**Run 1: clock network drawn from the DEF**

The bar under the picture is 50 um long.
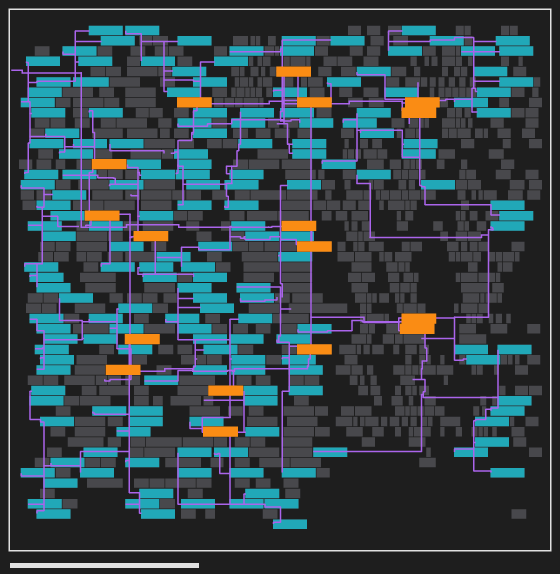
**Run 1: met4 routing**

Supply wires on this layer in grey.
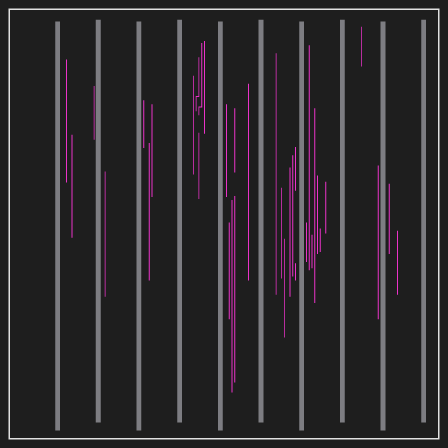
**Run 1: register map, names as in the netlist**

Other sequential cells in the stronger grey, the rest of the logic in the fainter grey.
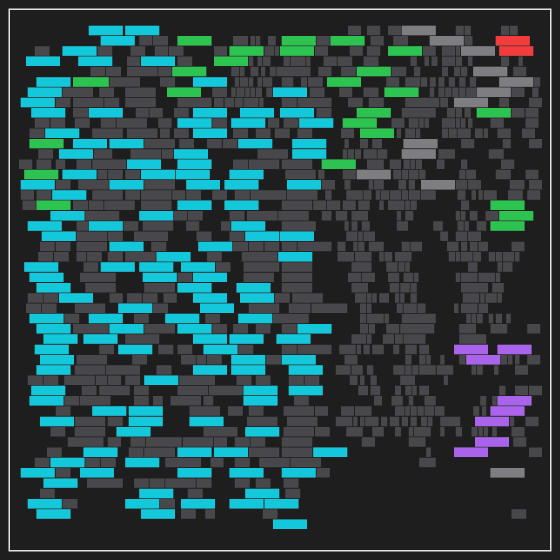
$ cat config.mk
export PLATFORM = sky130hd
export DESIGN_NAME = cpu_core
export DESIGN_NICKNAME = d
export VERILOG_FILES = /design/src/rtl/cpu_pkg.sv /design/src/rtl/cpu_alu.sv /design/src/rtl/cpu_core.sv
export SDC_FILE = /design/constraint.sdc
export NUM_CORES = 1
export LEC_CHECK = 0
export CORE_MARGIN = 2
export CORE_UTILIZATION = 53
export CTS_CLUSTER_DIAMETER = 60
export DETAILED_ROUTE_END_ITERATION = 12
export PLACE_DENSITY = 0.71
export SYNTH_ARGS = -nofsm -noshare
export SYNTH_HDL_FRONTEND = slang
export SYNTH_SLANG_ARGS = --single-unit
$ cat constraint.sdc
create_clock -name clk -period 6.8 [get_ports clk]
set_clock_uncertainty 0.15 [all_clocks]
set_input_delay 1.36 -clock clk [delete_from_list [all_inputs] [get_ports clk]]
set_output_delay 1.36 -clock clk [all_outputs]
set_load 0.02 [all_outputs]
$ cat src/rtl/cpu_pkg.sv
// Shared definitions for the multi-cycle core: opcodes, FSM states, ALU selects
// and instruction field offsets measured from the top of the immediate field.
package cpu_pkg;

    localparam int OPC_W  = 4;
    localparam int REG_FW = 4;

    // Field offsets are relative to DATA_W, because the immediate sits in the low DATA_W bits.
    localparam int RB_OFS = 0;
    localparam int RA_OFS = 4;
    localparam int RD_OFS = 8;
    localparam int OP_OFS = 12;

    localparam logic [OPC_W-1:0] OP_NOP  = 4'h0;
    localparam logic [OPC_W-1:0] OP_ADD  = 4'h1;
    localparam logic [OPC_W-1:0] OP_SUB  = 4'h2;
    localparam logic [OPC_W-1:0] OP_AND  = 4'h3;
    localparam logic [OPC_W-1:0] OP_OR   = 4'h4;
    localparam logic [OPC_W-1:0] OP_XOR  = 4'h5;
    localparam logic [OPC_W-1:0] OP_SHL  = 4'h6;
    localparam logic [OPC_W-1:0] OP_SHR  = 4'h7;
    localparam logic [OPC_W-1:0] OP_ADDI = 4'h8;
    localparam logic [OPC_W-1:0] OP_LDI  = 4'h9;
    localparam logic [OPC_W-1:0] OP_OUT  = 4'hA;
    localparam logic [OPC_W-1:0] OP_JMP  = 4'hB;
    localparam logic [OPC_W-1:0] OP_BZ   = 4'hC;
    localparam logic [OPC_W-1:0] OP_BC   = 4'hD;
    localparam logic [OPC_W-1:0] OP_CMP  = 4'hE;
    localparam logic [OPC_W-1:0] OP_HALT = 4'hF;

    typedef enum logic [1:0] {
        ST_FETCH,
        ST_EXEC,
        ST_HALT
    } state_e;

    typedef enum logic [2:0] {
        ALU_ADD,
        ALU_SUB,
        ALU_AND,
        ALU_OR,
        ALU_XOR,
        ALU_SHL,
        ALU_SHR
    } alu_op_e;

    // Arithmetic/logic ops 1..8 and CMP are the only instructions that touch the flags.
    function automatic logic writes_flags(input logic [OPC_W-1:0] op);
        return ((op >= OP_ADD) && (op <= OP_ADDI)) || (op == OP_CMP);
    endfunction

endpackage

$ cat src/rtl/cpu_alu.sv
// Combinational ALU: result plus zero flag and a carry whose meaning depends on the op
// (carry-out, borrow, or the bit shifted out).
module cpu_alu
    import cpu_pkg::*;
#(
    parameter int DATA_W = 8
) (
    input  logic [DATA_W-1:0] a,
    input  logic [DATA_W-1:0] b,
    input  alu_op_e           op,
    output logic [DATA_W-1:0] result,
    output logic              zero,
    output logic              carry
);

    logic [DATA_W:0] wide;

    // The extra top bit of 'wide' holds carry-out for ADD and borrow for SUB.
    always_comb begin
        wide   = '0;
        result = '0;
        carry  = 1'b0;
        case (op)
            ALU_ADD: begin
                wide   = {1'b0, a} + {1'b0, b};
                result = wide[DATA_W-1:0];
                carry  = wide[DATA_W];
            end
            ALU_SUB: begin
                wide   = {1'b0, a} - {1'b0, b};
                result = wide[DATA_W-1:0];
                carry  = wide[DATA_W];
            end
            ALU_AND: result = a & b;
            ALU_OR:  result = a | b;
            ALU_XOR: result = a ^ b;
            ALU_SHL: begin
                result = {a[DATA_W-2:0], 1'b0};
                carry  = a[DATA_W-1];
            end
            ALU_SHR: begin
                result = {1'b0, a[DATA_W-1:1]};
                carry  = a[0];
            end
            default: ;
        endcase
    end

    assign zero = (result == '0);

endmodule

$ cat src/rtl/cpu_core.sv
// Multi-cycle core: FETCH/EXEC/HALT sequencer with a req/ack instruction fetch,
// register file with hardwired-zero r0, flags, branches and a latched output port.
module cpu_core
    import cpu_pkg::*;
#(
    parameter  int DATA_W    = 8,
    parameter  int REG_COUNT = 16,
    parameter  int ADDR_W    = 8,
    localparam int INSTR_W   = 16 + DATA_W
) (
    input  logic               clk,
    input  logic               rst,
    input  logic               run,
    output logic               imem_req,
    output logic [ADDR_W-1:0]  imem_addr,
    input  logic               imem_ack,
    input  logic [INSTR_W-1:0] imem_data,
    output logic [DATA_W-1:0]  out_data,
    output logic               out_valid,
    output logic               halted,
    output logic               flag_z,
    output logic               flag_c
);

    localparam int REG_W = $clog2(REG_COUNT);

    state_e              state_q, state_d;
    logic [ADDR_W-1:0]   pc_q, pc_d;
    logic [INSTR_W-1:0]  instr_q, instr_d;
    logic                req_q, req_d;
    logic                z_q, z_d;
    logic                c_q, c_d;
    logic [DATA_W-1:0]   out_data_q, out_data_d;
    logic                out_valid_q, out_valid_d;
    logic [DATA_W-1:0]   regs_q [REG_COUNT];

    logic                fetch_active;
    logic                wr_en;
    logic [DATA_W-1:0]   wr_data;

    logic [OPC_W-1:0]    opcode;
    logic [REG_W-1:0]    rd_idx, ra_idx, rb_idx;
    logic [DATA_W-1:0]   imm;
    logic [DATA_W-1:0]   ra_val, rb_val;

    alu_op_e             alu_op;
    logic [DATA_W-1:0]   alu_b;
    logic [DATA_W-1:0]   alu_result;
    logic                alu_zero;
    logic                alu_carry;

    assign opcode = instr_q[DATA_W+OP_OFS +: OPC_W];
    assign rd_idx = instr_q[DATA_W+RD_OFS +: REG_W];
    assign ra_idx = instr_q[DATA_W+RA_OFS +: REG_W];
    assign rb_idx = instr_q[DATA_W+RB_OFS +: REG_W];
    assign imm    = instr_q[DATA_W-1:0];

    // r0 is never written, so a plain array read already returns zero for it.
    assign ra_val = regs_q[ra_idx];
    assign rb_val = regs_q[rb_idx];

    // A request, once raised, is held by req_q until acked, independent of run.
    assign fetch_active = (state_q == ST_FETCH) && (run || req_q);
    assign imem_req     = rst && fetch_active;
    assign imem_addr    = pc_q;

    assign out_data  = out_data_q;
    assign out_valid = out_valid_q;
    assign halted    = (state_q == ST_HALT);
    assign flag_z    = z_q;
    assign flag_c    = c_q;

    always_comb begin
        alu_op = ALU_ADD;
        alu_b  = rb_val;
        case (opcode)
            OP_SUB, OP_CMP: alu_op = ALU_SUB;
            OP_AND:         alu_op = ALU_AND;
            OP_OR:          alu_op = ALU_OR;
            OP_XOR:         alu_op = ALU_XOR;
            OP_SHL:         alu_op = ALU_SHL;
            OP_SHR:         alu_op = ALU_SHR;
            OP_ADDI:        alu_b  = imm;
            default: ;
        endcase
    end

    cpu_alu #(
        .DATA_W (DATA_W)
    ) u_alu (
        .a      (ra_val),
        .b      (alu_b),
        .op     (alu_op),
        .result (alu_result),
        .zero   (alu_zero),
        .carry  (alu_carry)
    );

    always_comb begin
        state_d     = state_q;
        pc_d        = pc_q;
        instr_d     = instr_q;
        req_d       = req_q;
        z_d         = z_q;
        c_d         = c_q;
        out_data_d  = out_data_q;
        out_valid_d = 1'b0;
        wr_en       = 1'b0;
        wr_data     = alu_result;
        unique case (state_q)
            ST_FETCH: begin
                if (fetch_active) begin
                    if (imem_ack) begin
                        instr_d = imem_data;
                        req_d   = 1'b0;
                        state_d = ST_EXEC;
                    end else begin
                        req_d = 1'b1;
                    end
                end
            end
            ST_EXEC: begin
                pc_d    = pc_q + 1'b1;
                state_d = ST_FETCH;
                if (writes_flags(opcode)) begin
                    z_d = alu_zero;
                    c_d = alu_carry;
                end
                case (opcode)
                    OP_ADD, OP_SUB, OP_AND, OP_OR, OP_XOR, OP_SHL, OP_SHR, OP_ADDI:
                        wr_en = (rd_idx != '0);
                    OP_LDI: begin
                        wr_en   = (rd_idx != '0);
                        wr_data = imm;
                    end
                    OP_OUT: begin
                        out_data_d  = ra_val;
                        out_valid_d = 1'b1;
                    end
                    OP_JMP: pc_d = imm[ADDR_W-1:0];
                    OP_BZ:  if (z_q) pc_d = imm[ADDR_W-1:0];
                    OP_BC:  if (c_q) pc_d = imm[ADDR_W-1:0];
                    OP_HALT: state_d = ST_HALT;
                    default: ;
                endcase
            end
            ST_HALT: ;
            default: state_d = ST_FETCH;
        endcase
    end

    always_ff @(posedge clk or negedge rst) begin
        if (!rst) begin
            state_q     <= ST_FETCH;
            pc_q        <= '0;
            instr_q     <= '0;
            req_q       <= 1'b0;
            z_q         <= 1'b0;
            c_q         <= 1'b0;
            out_data_q  <= '0;
            out_valid_q <= 1'b0;
        end else begin
            state_q     <= state_d;
            pc_q        <= pc_d;
            instr_q     <= instr_d;
            req_q       <= req_d;
            z_q         <= z_d;
            c_q         <= c_d;
            out_data_q  <= out_data_d;
            out_valid_q <= out_valid_d;
        end
    end

    always_ff @(posedge clk or negedge rst) begin
        if (!rst) begin
            for (int i = 0; i < REG_COUNT; i++) begin
                regs_q[i] <= '0;
            end
        end else if (wr_en) begin
            regs_q[rd_idx] <= wr_data;
        end
    end

endmodule

==> flow_summary.html, run 1 <==
<!-- implementation run metrics -->
<table>
<tr><th>Metric</th><th>Value</th></tr>
<tr><th colspan="2">Status</th></tr>
<tr><td>Outcome</td><td>finished, violations left</td></tr>
<tr><td>Violated checks</td><td>capacitance limit, slew limit</td></tr>
<tr><th colspan="2">Detailed routing</th></tr>
<tr><td>Final routed wire length divided by cell count</td><td>24.55 um</td></tr>
<tr><td>Detailed-route wire length on metal 1</td><td>11.07 mm</td></tr>
<tr><td>DRC marker count from the first detailed-route iteration</td><td>559</td></tr>
<tr><td>Highest routed metal layer</td><td>met4</td></tr>
<tr><td>Met3 layer wire length in the routed design</td><td>1.374 mm</td></tr>
<tr><th colspan="2">Floorplan</th></tr>
<tr><td>Die width</td><td>142.8 um</td></tr>
<tr><td>Initial Util</td><td>0.5420</td></tr>
<tr><td>Site Rows</td><td>50</td></tr>
<tr><td>Die Ht</td><td>142.8 um</td></tr>
<tr><td>Boundary Pins</td><td>49</td></tr>
<tr><th colspan="2">Pwr</th></tr>
<tr><td>Cell leakage power</td><td>0.005202 uW</td></tr>
<tr><td>Overall Power</td><td>5126 uW</td></tr>
<tr><th colspan="2">Synth</th></tr>
<tr><td>Yosys aoi share</td><td>0.07025</td></tr>
<tr><td>Count of cell types in the netlist</td><td>60</td></tr>
<tr><td>Simple logic cell fraction of the synthesized area</td><td>0.06461</td></tr>
<tr><td>Mean instance size in the synthesized netlist</td><td>12.94 um2</td></tr>
<tr><td>Commonest flop</td><td>dfrtp_1</td></tr>
<tr><td>Dominant kind of combinational cell</td><td>multiplexers</td></tr>
<tr><td>Commonest cells post-synth</td><td>174 x dfrtp_1, 151 x mux2_2, 61 x mux4_2</td></tr>
<tr><td>Gate count after technology mapping</td><td>789</td></tr>
<tr><td>Combined area of all synthesized cells</td><td>10210 um2</td></tr>
<tr><td>Top cells, area</td><td>dfrtp_1 43%, mux2_2 17%, mux4_2 13%</td></tr>
<tr><th colspan="2">Global route</th></tr>
<tr><td>GRT Residual Overflow</td><td>0</td></tr>
<tr><td>Wire length of the first global-routing pass</td><td>41.25 mm</td></tr>
<tr><th colspan="2">Worst setup path</th></tr>
<tr><td>Crit-path max FO</td><td>22</td></tr>
<tr><td>Worst reg-to-reg setup slack</td><td>1.49 ns</td></tr>
<tr><td>Number of buffers and inverters on the critical path</td><td>2</td></tr>
<tr><td>Total stage count of the critical path</td><td>13</td></tr>
<tr><th colspan="2">Final layout</th></tr>
<tr><td>Most common cell after layout, fill and taps aside</td><td>dfrtp_1</td></tr>
<tr><td>Post-route non-filler standard cell count</td><td>1082</td></tr>
<tr><td>Ratio of cells with drive above 1 in the final layout</td><td>0.3212</td></tr>
<tr><th colspan="2">Final timing</th></tr>
<tr><td>Final Max Slew Viols</td><td>9</td></tr>
<tr><td>Count of final setup violators</td><td>0</td></tr>
<tr><th colspan="2">Clocking</th></tr>
<tr><td>CTS Buffer Depth</td><td>2</td></tr>
<tr><th colspan="2">Job</th></tr>
<tr><td>Max_cap viols</td><td>1</td></tr>
<tr><th colspan="2">Worst hold path</th></tr>
<tr><td>WHS Path Cells</td><td>0</td></tr>
</table>
-- 'clock network drawn from the DEF' (at the start) --
- orange: clock-net drivers (count 17)
- purple: clock wires (length 2220 um)
- cyan: flip-flops (count 174)
- routed clock nets: 18
reported clock group power: 973 uW
fraction of power consumed by the clock network: 0.190
clock insertion delay at the later pin of the skew report: 0.44 ns

-- 'met4 routing' (at the start) --
- main direction: vertical
- share of all routed wire: 4.5%
- longest straight run: 80.2 um
- wire length on this layer: 1200 um
wire length reported by the detailed router: 26.56 mm
vias after detailed routing: 7032

-- 'register map, names as in the netlist' (at the start) --
- cyan: regs_q (flops 128)
- red: state_q (flops 2)
- green: instr_q (flops 24)
- purple: out_data (flops 8; where south-east)
total sequential power: 1800 uW
final core utilization: 0.6064

[run 1: state kept, by name, indices dropped and copies added, names as in the netlist]
name,cells
regs_q,128
flag_z,1
imem_addr,8
flag_c,1
instr_q,24
state_q,2
out_valid,1
req_q,1
out_data,8
[run 1: cell families after synthesis]
logic type	Yosys count
compound gates	111
xor+xnor	3
fa+ha+maj	27
buf+inv	90
flops	174
mux	255
simple gates	129
[run 1: final cells by class]
cell class	count	area, um2	area share
clock inverter	14	146.4	0.01282
tap	260	325.3	0.02849
inverter	30	112.6	0.009862
timing repair buffer	61	579.3	0.05073
sequential	174	4355	0.3814
multi-input combinational	525	5460	0.4782
clock buffer	18	439.2	0.03846
[run 1: where the power goes]
group	switching, uW	internal (uW)	total, uW
registers	474	1330	1800
logic	1260	1090	2350
clock network	474	498	973
total	2210	2920	5130
## Run 2: what changed since run 1
Clock period 6.8 ns to 5.2 ns, I/O delays scaled along.
**Run 2: clock network drawn from the DEF**

The bar under the picture is 50 um long.
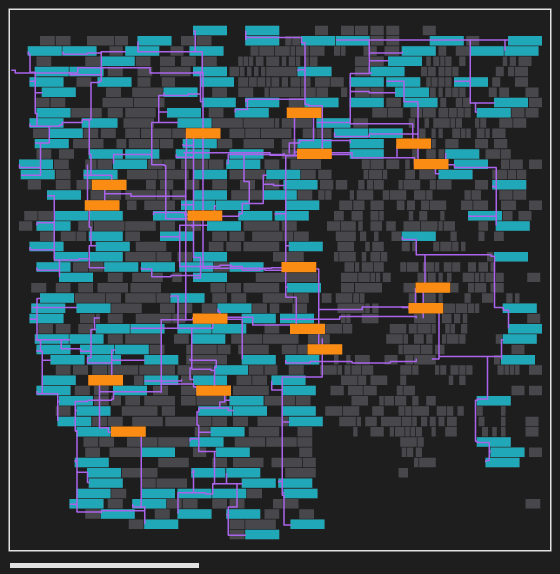
reported clock group power: 1300 uW

**Run 2: register map, names as in the netlist**

Other sequential cells in the stronger grey, the rest of the logic in the fainter grey.
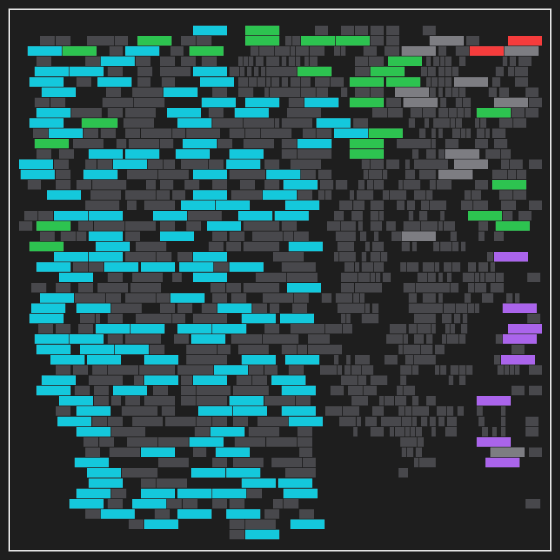
- green: instr_q (flops 24)
- cyan: regs_q (flops 128)
- purple: out_data (flops 8)
- red: state_q (flops 2)
final core utilization: 0.6138
register cell area after layout: 4355 um2
sequential share of cell area: 0.3769

**Run 2: cell sizes after repair**

The bar under the picture is 50 um long.
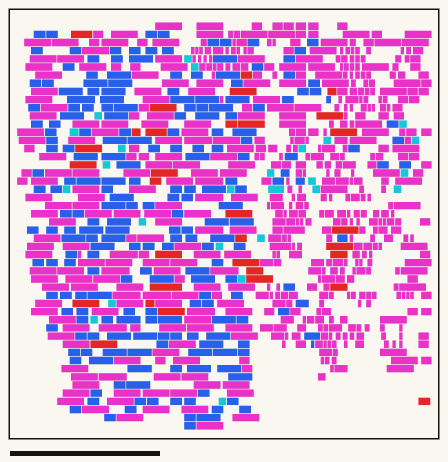
- blue: x2 (cells 221; share 27%)
- red: x6 and larger (cells 31; share 3.7%)
- magenta: x1 and smaller (cells 556; share 67%)
- cyan: x3 and x4 (cells 25; share 3.0%)
smallest setup slack after layout: 0.3408 ns
Layout Area Growth over Synthesis: 13.24%
final design area excluding fillers: 11560 um2
Buffers excl. clock: 72

==> run 2 against run 1 <==
Compared with the run above:
- the flow now finishes without violations
- first-iteration DRC count is 23% higher
- clock power is 34% higher
- hold slack better by 0.0014 ns
- largest cell class unchanged
- largest power group unchanged
==> flow_summary.html, run 2 <==
<!-- implementation run metrics -->
<table>
<tr><th>Metric</th><th>Value</th></tr>
<tr><th colspan="2">Floorplan</th></tr>
<tr><td>Site Rows</td><td>50</td></tr>
<tr><td>Boundary Pins</td><td>49</td></tr>
<tr><td>Die Ht</td><td>142.8 um</td></tr>
<tr><td>Initial Util</td><td>0.5420</td></tr>
<tr><td>Die width</td><td>142.8 um</td></tr>
<tr><th colspan="2">Synth</th></tr>
<tr><td>Count of cell types in the netlist</td><td>60</td></tr>
<tr><td>Simple logic cell fraction of the synthesized area</td><td>0.06461</td></tr>
<tr><td>Yosys warning total</td><td>0</td></tr>
<tr><td>Commonest cells post-synth</td><td>174 x dfrtp_1, 151 x mux2_2, 61 x mux4_2</td></tr>
<tr><td>Xor-xnor portion of the synthesized cell area</td><td>0.002574</td></tr>
<tr><td>Yosys aoi share</td><td>0.07025</td></tr>
<tr><td>Top cells, area</td><td>dfrtp_1 43%, mux2_2 17%, mux4_2 13%</td></tr>
<tr><td>Cells in synth_stat.txt</td><td>789</td></tr>
<tr><td>Floorplan Nets</td><td>844</td></tr>
<tr><td>Sequential cell area fraction in the yosys report</td><td>0.4266</td></tr>
<tr><td>Dominant kind of combinational cell</td><td>multiplexers</td></tr>
<tr><td>Combined area of all synthesized cells</td><td>10210 um2</td></tr>
<tr><td>Commonest flop</td><td>dfrtp_1</td></tr>
<tr><td>Multiplexer share of the synthesized area</td><td>0.3630</td></tr>
<tr><td>Gate count after technology mapping</td><td>789</td></tr>
<tr><td>Mean instance size in the synthesized netlist</td><td>12.94 um2</td></tr>
<tr><th colspan="2">Final timing</th></tr>
<tr><td>Final TNS setup</td><td>0 ns</td></tr>
<tr><td>Count of final setup violators</td><td>0</td></tr>
<tr><td>Setup repair after global routing missed its margin</td><td>false</td></tr>
<tr><td>Final worst path period share</td><td>0.9345</td></tr>
<tr><td>Final Max Slew Viols</td><td>0</td></tr>
<tr><th colspan="2">Job</th></tr>
<tr><td>Max_cap viols</td><td>0</td></tr>
<tr><th colspan="2">Pwr</th></tr>
<tr><td>Total sequential power</td><td>2260 uW</td></tr>
<tr><td>Sequential cell fraction of total power</td><td>0.329</td></tr>
<tr><td>Sw Ratio</td><td>0.4263</td></tr>
<tr><td>Overall Power</td><td>6857 uW</td></tr>
<tr><td>Logic power comb</td><td>3290 uW</td></tr>
<tr><td>Combinational group share of total power</td><td>0.480</td></tr>
<tr><td>Fraction of power consumed by the clock network</td><td>0.190</td></tr>
<tr><td>Maximum resistive drop on vdd</td><td>0.2675 mV</td></tr>
<tr><td>Internal power of the cells</td><td>3934 uW</td></tr>
<tr><td>Cell leakage power</td><td>0.005281 uW</td></tr>
<tr><td>Switching Power</td><td>2923 uW</td></tr>
<tr><td>Power group with the highest consumption</td><td>combinational cells</td></tr>
<tr><th colspan="2">Worst setup path</th></tr>
<tr><td>Sort of element at the start of the critical path</td><td>register</td></tr>
<tr><td>Worst reg-to-reg setup slack</td><td>0.34 ns</td></tr>
<tr><td>Worst Setup EP</td><td>regs_q[78]</td></tr>
<tr><td>Crit-path max FO</td><td>24</td></tr>
<tr><td>Origin of the critical flop-to-flop path</td><td>instr_q[8]</td></tr>
<tr><td>Type of the worst setup path</td><td>register to register</td></tr>
<tr><th colspan="2">Place</th></tr>
<tr><td>Final RePlAce weighted congestion</td><td>0.8994</td></tr>
<tr><td>Count of port buffers added during placement</td><td>48</td></tr>
<tr><td>Placed standard-cell area</td><td>10940 um2</td></tr>
<tr><th colspan="2">Final layout</th></tr>
<tr><td>Flip-flop count of the largest register, all copies and words added</td><td>128</td></tr>
<tr><td>Post-route non-filler standard cell count</td><td>1093</td></tr>
<tr><td>Largest registers in the final layout</td><td>regs_q: 128 flops, instr_q: 24 flops</td></tr>
<tr><td>Layout filler cell count</td><td>1411</td></tr>
<tr><td>Most common cell after layout, fill and taps aside</td><td>dfrtp_1</td></tr>
<tr><td>Most instantiated logic cells after routing</td><td>173 x dfrtp_1, 151 x mux2_2, 61 x mux4_2</td></tr>
<tr><td>Most flop-heavy register</td><td>regs_q</td></tr>
<tr><td>Ratio of cells with drive above 1 in the final layout</td><td>0.3325</td></tr>
<tr><th colspan="2">Detailed routing</th></tr>
<tr><td>Wire length reported by the detailed router</td><td>26.79 mm</td></tr>
<tr><td>DRC marker count from the first detailed-route iteration</td><td>688</td></tr>
<tr><td>Detailed-route wire length on metal 1</td><td>11.06 mm</td></tr>
<tr><td>Final routed wire length divided by cell count</td><td>24.51 um</td></tr>
<tr><td>Met3 layer wire length in the routed design</td><td>1.593 mm</td></tr>
<tr><td>Vias after detailed routing</td><td>7096</td></tr>
<tr><td>Highest routed metal layer</td><td>met4</td></tr>
<tr><th colspan="2">Global route</th></tr>
<tr><td>GR Layer Usage met2</td><td>0.4545</td></tr>
<tr><td>Wire length of the first global-routing pass</td><td>41.62 mm</td></tr>
<tr><td>Routing usage on met3</td><td>0.04930</td></tr>
<tr><td>Global routing's busiest layer</td><td>met2</td></tr>
<tr><td>GRT Residual Overflow</td><td>0</td></tr>
<tr><td>Largest net degree at the start of global routing</td><td>71</td></tr>
<tr><th colspan="2">Clocking</th></tr>
<tr><td>TritonCTS clock tree</td><td>done</td></tr>
<tr><td>CTS Buffer Depth</td><td>2</td></tr>
<tr><td>Clock insertion delay at the later pin of the skew report</td><td>0.44 ns</td></tr>
<tr><td>Total number of clock tree sinks</td><td>174</td></tr>
<tr><td>Clock root cell</td><td>clkbuf_16</td></tr>
<tr><td>H-tree depth reported by CTS</td><td>4</td></tr>
<tr><td>Number of setup buffers added after CTS</td><td>0</td></tr>
<tr><td>Resized cells post-CTS</td><td>0</td></tr>
<tr><th colspan="2">Worst hold path</th></tr>
<tr><td>WHS Path Cells</td><td>0</td></tr>
<tr><td>Hold path endpoint</td><td>regs_q[121]</td></tr>
<tr><th colspan="2">Status</th></tr>
<tr><td>Outcome</td><td>completed</td></tr>
</table>
[run 2: layout make-up]
class	count	area, um2	area share
clock buffer	18	429.2	0.03713
timing repair buffer	72	686.9	0.05944
sequential	174	4355	0.3769
multi-input combinational	525	5477	0.4739
clock inverter	14	171.4	0.01483
tap	260	325.3	0.02815
inverter	30	112.6	0.009743
[run 2: worst max-delay path: stages (launching register included)]
cell and delay, ns:
dfrtp_2 0.59, buf_12 0.27, mux4_2 0.53, mux4_2 0.48, mux2i_1 0.20, inv_1 0.10
ha_1 0.23, fa_1 0.45, o21bai_1 0.15, a21oi_1 0.12, o31ai_1 0.37, xnor2_1 0.19
o211ai_1 0.15, mux2_2 0.43, mux2_2 0.32
Power is estimated from default activity; no workload was simulated.
